File: config.mk
export PLATFORM = sky130hd
export DESIGN_NAME = fusion_result_streamer_flat
export DESIGN_NICKNAME = d
export VERILOG_FILES = /design/src/rtl/fusion_result_streamer_pkg.sv /design/src/rtl/fusion_result_streamer_if.sv /design/src/rtl/fusion_result_streamer_fifo.sv /design/src/rtl/fusion_result_streamer.sv /design/src/flat_wrapper.sv
export SDC_FILE = /design/constraint.sdc
export NUM_CORES = 1
export LEC_CHECK = 0
export ABC_CLOCK_PERIOD_IN_PS = 4600
export CAP_MARGIN = 15
export CORE_AREA = 4 4 100 173
export DETAILED_ROUTE_END_ITERATION = 10
export DIE_AREA = 0 0 104 177
export MAX_ROUTING_LAYER = met4
export PLACE_DENSITY = 0.82
export SLEW_MARGIN = 0
export SYNTH_ARGS = -nofsm -noshare
export SYNTH_HDL_FRONTEND = slang
export SYNTH_SLANG_ARGS = --single-unit
File: constraint.sdc
create_clock -name clk -period 4.6 [get_ports clk]
set_input_delay 0.92 -clock clk [delete_from_list [all_inputs] [get_ports clk]]
set_output_delay 0.92 -clock clk [all_outputs]
set_load 0.02 [all_outputs]
File: src/rtl/fusion_result_streamer_pkg.sv
// Shared definitions for the fusion result streamer.
// Holds default widths, the header marker, the stream FSM state type,
// the default-width frame struct and a small sequence helper.
package fusion_stream_pkg;

  localparam int DEFAULT_DATA_WIDTH  = 16;
  localparam int DEFAULT_STATE_WIDTH = 2;
  localparam int SEQ_WIDTH           = 8;
  localparam logic [7:0] HDR_MARKER  = 8'hA5;

  typedef enum logic [1:0] {
    IDLE    = 2'd0,
    HEADER  = 2'd1,
    PAYLOAD = 2'd2
  } stream_state_t;

  // One buffered frame: sequence number plus the state words, word 0 lowest.
  typedef struct packed {
    logic [SEQ_WIDTH-1:0]                                    seq;
    logic [DEFAULT_STATE_WIDTH-1:0][DEFAULT_DATA_WIDTH-1:0]  state;
  } frame_t;

  // Sequence numbers wrap modulo 2**SEQ_WIDTH.
  function automatic logic [SEQ_WIDTH-1:0] seq_next(input logic [SEQ_WIDTH-1:0] s);
    return s + 8'd1;
  endfunction

endpackage

File: src/rtl/fusion_result_streamer_if.sv
// Valid/ready word stream carrying serialized fusion frames.
// Signals: m_data (word), m_valid, m_ready, m_first (header), m_last (final word).
// master: producer side (streamer); slave: consumer side.
interface fusion_result_streamer_if #(
  parameter int DATA_WIDTH = 16
);
  logic [DATA_WIDTH-1:0] m_data;
  logic                  m_valid;
  logic                  m_ready;
  logic                  m_first;
  logic                  m_last;

  modport master (output m_data, output m_valid, output m_first, output m_last, input m_ready);
  modport slave  (input m_data, input m_valid, input m_first, input m_last, output m_ready);
endinterface

File: src/rtl/fusion_result_streamer_fifo.sv
// Synchronous frame FIFO with first-word-fall-through read data.
// Ports: clk, rst_n (async active-low), wr_en/wr_data, rd_en/rd_data,
// full, empty, count (frames held). Pointers carry an extra wrap bit.
// A write while full is taken only when a read retires a slot in the same cycle.
module fusion_frame_fifo
  import fusion_stream_pkg::*;
#(
  parameter int WIDTH = $bits(frame_t),
  parameter int DEPTH = 4
) (
  input  logic                       clk,
  input  logic                       rst_n,
  input  logic                       wr_en,
  input  logic [WIDTH-1:0]           wr_data,
  input  logic                       rd_en,
  output logic [WIDTH-1:0]           rd_data,
  output logic                       full,
  output logic                       empty,
  output logic [$clog2(DEPTH):0]     count
);
  localparam int AW = $clog2(DEPTH);
  localparam int PW = AW + 1;

  logic [WIDTH-1:0] mem_r [DEPTH];
  logic [PW-1:0]    wr_ptr_r;
  logic [PW-1:0]    rd_ptr_r;
  logic             wr_ok_s;
  logic             rd_ok_s;

  assign full    = (wr_ptr_r[AW] != rd_ptr_r[AW]) && (wr_ptr_r[AW-1:0] == rd_ptr_r[AW-1:0]);
  assign empty   = (wr_ptr_r == rd_ptr_r);
  assign count   = wr_ptr_r - rd_ptr_r;
  assign wr_ok_s = wr_en && (!full || rd_ok_s);
  assign rd_ok_s = rd_en && !empty;
  assign rd_data = mem_r[rd_ptr_r[AW-1:0]];

  // Pointer update.
  always_ff @(posedge clk or negedge rst_n) begin
    if (!rst_n) begin
      wr_ptr_r <= {PW{1'b0}};
      rd_ptr_r <= {PW{1'b0}};
    end else begin
      if (wr_ok_s) wr_ptr_r <= wr_ptr_r + PW'(1);
      if (rd_ok_s) rd_ptr_r <= rd_ptr_r + PW'(1);
    end
  end

  // Frame storage; contents are meaningless until written, so no reset.
  always_ff @(posedge clk) begin
    if (wr_ok_s) mem_r[wr_ptr_r[AW-1:0]] <= wr_data;
  end
endmodule

File: src/rtl/fusion_result_streamer.sv
// Captures Kalman state vectors, buffers whole frames and serializes them as
// header word ({HDR_MARKER, seq}) followed by STATE_WIDTH state words.
// Ports: clk, rst_n (async active-low), kalman_in/kalman_valid (capture side),
// m (stream master: m_data, m_valid, m_ready, m_first, m_last),
// drop_count (saturating frames lost to a full FIFO), busy.
module fusion_result_streamer
  import fusion_stream_pkg::*;
#(
  parameter int DATA_WIDTH  = DEFAULT_DATA_WIDTH,
  parameter int STATE_WIDTH = DEFAULT_STATE_WIDTH,
  parameter int FIFO_DEPTH  = 4,
  parameter int CNT_WIDTH   = 8
) (
  input  logic                  clk,
  input  logic                  rst_n,
  input  logic [DATA_WIDTH-1:0] kalman_in [STATE_WIDTH],
  input  logic                  kalman_valid,
  fusion_result_streamer_if.master m,
  output logic [CNT_WIDTH-1:0]  drop_count,
  output logic                  busy
);
  localparam int IDX_W = $clog2(STATE_WIDTH + 1);
  localparam int PW    = $clog2(FIFO_DEPTH) + 1;
  localparam logic [IDX_W-1:0] LAST_IDX = IDX_W'(STATE_WIDTH - 1);

  typedef struct packed {
    logic [SEQ_WIDTH-1:0]                    seq;
    logic [STATE_WIDTH-1:0][DATA_WIDTH-1:0]  state;
  } local_frame_t;

  stream_state_t          state_r;
  logic [IDX_W-1:0]       idx_r;
  logic [IDX_W-1:0]       nxt_idx_s;
  logic [SEQ_WIDTH-1:0]   seq_r;
  logic [CNT_WIDTH-1:0]   drop_r;
  logic [DATA_WIDTH-1:0]  m_data_r;
  logic                   m_valid_r;
  logic                   m_first_r;
  logic                   m_last_r;
  logic                   busy_r;
  local_frame_t           wr_frame_s;
  local_frame_t           rd_frame_s;
  logic [$bits(local_frame_t)-1:0] rd_bits_s;
  logic                   fifo_full_s;
  logic                   fifo_empty_s;
  logic [PW-1:0]          fifo_count_s;
  logic                   pop_s;
  logic                   accept_s;
  logic                   drop_s;
  logic                   more_s;

  function automatic logic [DATA_WIDTH-1:0] hdr_word(input logic [SEQ_WIDTH-1:0] s);
    logic [DATA_WIDTH-1:0] w;
    w       = {DATA_WIDTH{1'b0}};
    w[15:8] = HDR_MARKER;
    w[7:0]  = s;
    return w;
  endfunction

  function automatic logic [DATA_WIDTH-1:0] pick_word(
    input logic [STATE_WIDTH-1:0][DATA_WIDTH-1:0] words,
    input logic [IDX_W-1:0] idx
  );
    logic [DATA_WIDTH-1:0] w;
    w = {DATA_WIDTH{1'b0}};
    for (int i = 0; i < STATE_WIDTH; i++) begin
      if (idx == IDX_W'(i)) w = words[i];
    end
    return w;
  endfunction

  // The last payload handshake retires the oldest frame; a write in that same
  // cycle reuses the slot, so a full FIFO still accepts it.
  assign pop_s     = (state_r == PAYLOAD) && m.m_ready && (idx_r == LAST_IDX);
  assign accept_s  = kalman_valid && (!fifo_full_s || pop_s);
  assign drop_s    = kalman_valid && fifo_full_s && !pop_s;
  assign more_s    = (fifo_count_s > PW'(1)) || accept_s;
  assign nxt_idx_s = idx_r + IDX_W'(1);
  assign rd_frame_s = rd_bits_s;

  // Pack the incoming vector with its sequence number.
  always_comb begin
    wr_frame_s.seq = seq_r;
    for (int i = 0; i < STATE_WIDTH; i++) begin
      wr_frame_s.state[i] = kalman_in[i];
    end
  end

  fusion_frame_fifo #(
    .WIDTH ($bits(local_frame_t)),
    .DEPTH (FIFO_DEPTH)
  ) u_fifo (
    .clk     (clk),
    .rst_n   (rst_n),
    .wr_en   (accept_s),
    .wr_data (wr_frame_s),
    .rd_en   (pop_s),
    .rd_data (rd_bits_s),
    .full    (fifo_full_s),
    .empty   (fifo_empty_s),
    .count   (fifo_count_s)
  );

  // Sequence number and saturating drop counter.
  always_ff @(posedge clk or negedge rst_n) begin
    if (!rst_n) begin
      seq_r  <= {SEQ_WIDTH{1'b0}};
      drop_r <= {CNT_WIDTH{1'b0}};
    end else begin
      if (accept_s) seq_r <= seq_next(seq_r);
      if (drop_s && (drop_r != {CNT_WIDTH{1'b1}})) drop_r <= drop_r + CNT_WIDTH'(1);
    end
  end

  // Stream FSM with registered outputs. Accepted frames carry consecutive
  // sequence numbers, so the next header is the current frame's seq + 1;
  // from IDLE with an empty FIFO the frame being written now carries seq_r.
  always_ff @(posedge clk or negedge rst_n) begin
    if (!rst_n) begin
      state_r   <= IDLE;
      idx_r     <= {IDX_W{1'b0}};
      m_data_r  <= {DATA_WIDTH{1'b0}};
      m_valid_r <= 1'b0;
      m_first_r <= 1'b0;
      m_last_r  <= 1'b0;
      busy_r    <= 1'b0;
    end else begin
      case (state_r)
        IDLE: begin
          if (!fifo_empty_s || accept_s) begin
            state_r   <= HEADER;
            m_data_r  <= hdr_word(fifo_empty_s ? seq_r : rd_frame_s.seq);
            m_valid_r <= 1'b1;
            m_first_r <= 1'b1;
            m_last_r  <= 1'b0;
            busy_r    <= 1'b1;
          end
        end
        HEADER: begin
          if (m.m_ready) begin
            state_r   <= PAYLOAD;
            idx_r     <= {IDX_W{1'b0}};
            m_data_r  <= pick_word(rd_frame_s.state, {IDX_W{1'b0}});
            m_first_r <= 1'b0;
            m_last_r  <= (LAST_IDX == {IDX_W{1'b0}});
          end
        end
        PAYLOAD: begin
          if (m.m_ready) begin
            if (idx_r == LAST_IDX) begin
              if (more_s) begin
                state_r   <= HEADER;
                m_data_r  <= hdr_word(seq_next(rd_frame_s.seq));
                m_first_r <= 1'b1;
                m_last_r  <= 1'b0;
              end else begin
                state_r   <= IDLE;
                m_data_r  <= {DATA_WIDTH{1'b0}};
                m_valid_r <= 1'b0;
                m_first_r <= 1'b0;
                m_last_r  <= 1'b0;
                busy_r    <= 1'b0;
              end
            end else begin
              idx_r    <= nxt_idx_s;
              m_data_r <= pick_word(rd_frame_s.state, nxt_idx_s);
              m_last_r <= (nxt_idx_s == LAST_IDX);
            end
          end
        end
        default: begin
          state_r   <= IDLE;
          m_valid_r <= 1'b0;
          m_first_r <= 1'b0;
          m_last_r  <= 1'b0;
          busy_r    <= 1'b0;
        end
      endcase
    end
  end

  assign m.m_data    = m_data_r;
  assign m.m_valid   = m_valid_r;
  assign m.m_first   = m_first_r;
  assign m.m_last    = m_last_r;
  assign drop_count  = drop_r;
  assign busy        = busy_r;
endmodule

File: src/flat_wrapper.sv
// flat-port wrapper written by rule: the top's interface ports become plain ports
module fusion_result_streamer_flat import fusion_stream_pkg::*;
#(
  parameter int DATA_WIDTH  = DEFAULT_DATA_WIDTH,
  parameter int STATE_WIDTH = DEFAULT_STATE_WIDTH,
  parameter int FIFO_DEPTH  = 4,
  parameter int CNT_WIDTH   = 8
)
  (clk, rst_n, kalman_in, kalman_valid, drop_count, busy, m_m_data, m_m_valid, m_m_first, m_m_last, m_m_ready);
  fusion_result_streamer_if #(.DATA_WIDTH(DATA_WIDTH)) m_i ();
  input  logic clk;
  input  logic rst_n;
  input  logic [DATA_WIDTH-1:0] kalman_in[STATE_WIDTH];
  input  logic kalman_valid;
  output logic [CNT_WIDTH-1:0] drop_count;
  output logic busy;
  output wire logic [$bits(m_i.m_data)-1:0] m_m_data;
  output wire logic [$bits(m_i.m_valid)-1:0] m_m_valid;
  output wire logic [$bits(m_i.m_first)-1:0] m_m_first;
  output wire logic [$bits(m_i.m_last)-1:0] m_m_last;
  input wire logic [$bits(m_i.m_ready)-1:0] m_m_ready;
  assign m_m_data = m_i.m_data;
  assign m_m_valid = m_i.m_valid;
  assign m_m_first = m_i.m_first;
  assign m_m_last = m_i.m_last;
  assign m_i.m_ready = m_m_ready;
  fusion_result_streamer #(.DATA_WIDTH(DATA_WIDTH), .STATE_WIDTH(STATE_WIDTH), .FIFO_DEPTH(FIFO_DEPTH), .CNT_WIDTH(CNT_WIDTH)) u_core (.clk(clk), .rst_n(rst_n), .kalman_in(kalman_in), .kalman_valid(kalman_valid), .m(m_i), .drop_count(drop_count), .busy(busy));
endmodule
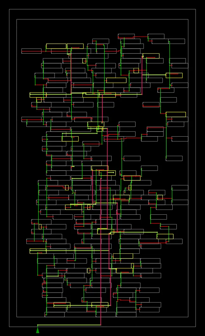
Figure 1: clock routing.
CLK BUF: 24
Setup Skew: 23.3 ps

==> results_slide.txt <==
Physical Implementation Snapshot

Global route
  • GRT busiest layer: met2
  • Initial antenna violation count: 0

Clocking
  • Clock Sinks: 205

Layout
  • Final core occ: 0.632
  • Non-CTS inverters: 12
  • Max reg flops: 160
  • # nets final: between 600 and 700
  • Combinational share of cell area: 0.247

Final timing
  • Final Hold Viols: 0
  • Setup-failing EPs final: 0
  • Final min period: between 3000 and 4000 ps

Power and ir drop
  • PwrDens: 676 nW/um2

Logic synthesis
  • Synth top cell by count: edfxtp_1
  • Syn Area/Cell: 17.6 um2
  • Post-Synth Simple-Gate Area: 0.0536
  • Most instantiated cells after synthesis: 160 x edfxtp_1, 45 x dfrtp_1, 30 x mux4_2

Setup path
  • CP Launch Point: m_m_ready
  • Max incr delay on CP: around 660 ps
  • Setup Crit Path Kind: input pin to flop

Drt
  • Final WL: about 17000 um
  • 1st-pass router iterations: 5
  • Iter 0 DRT Violations: about 220

Place
  • Inst Count DP: ~730

Floorplanning
  • Chip Width: ~100 um
  • Die Y: ~180 um

Status
  • Outcome: completed
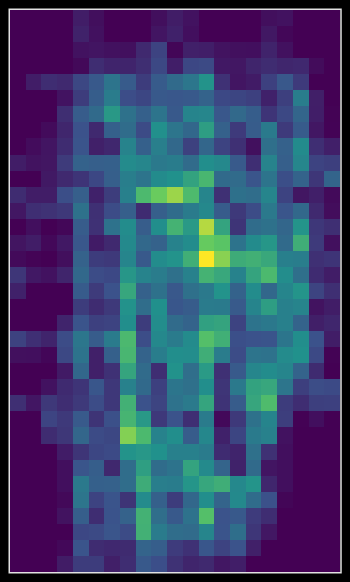
Figure 2: routed metal per tile.
The die is cut into 21 by 35 equal tiles; dark purple is low, yellow is high, scaled to the fullest tile. Values are wire area over tile area, all layers added.
mean over tiles	0.15
fullest tile	0.64
densest ninth of the die	middle

No activity file was given, so power comes from the tool's default toggle rates.
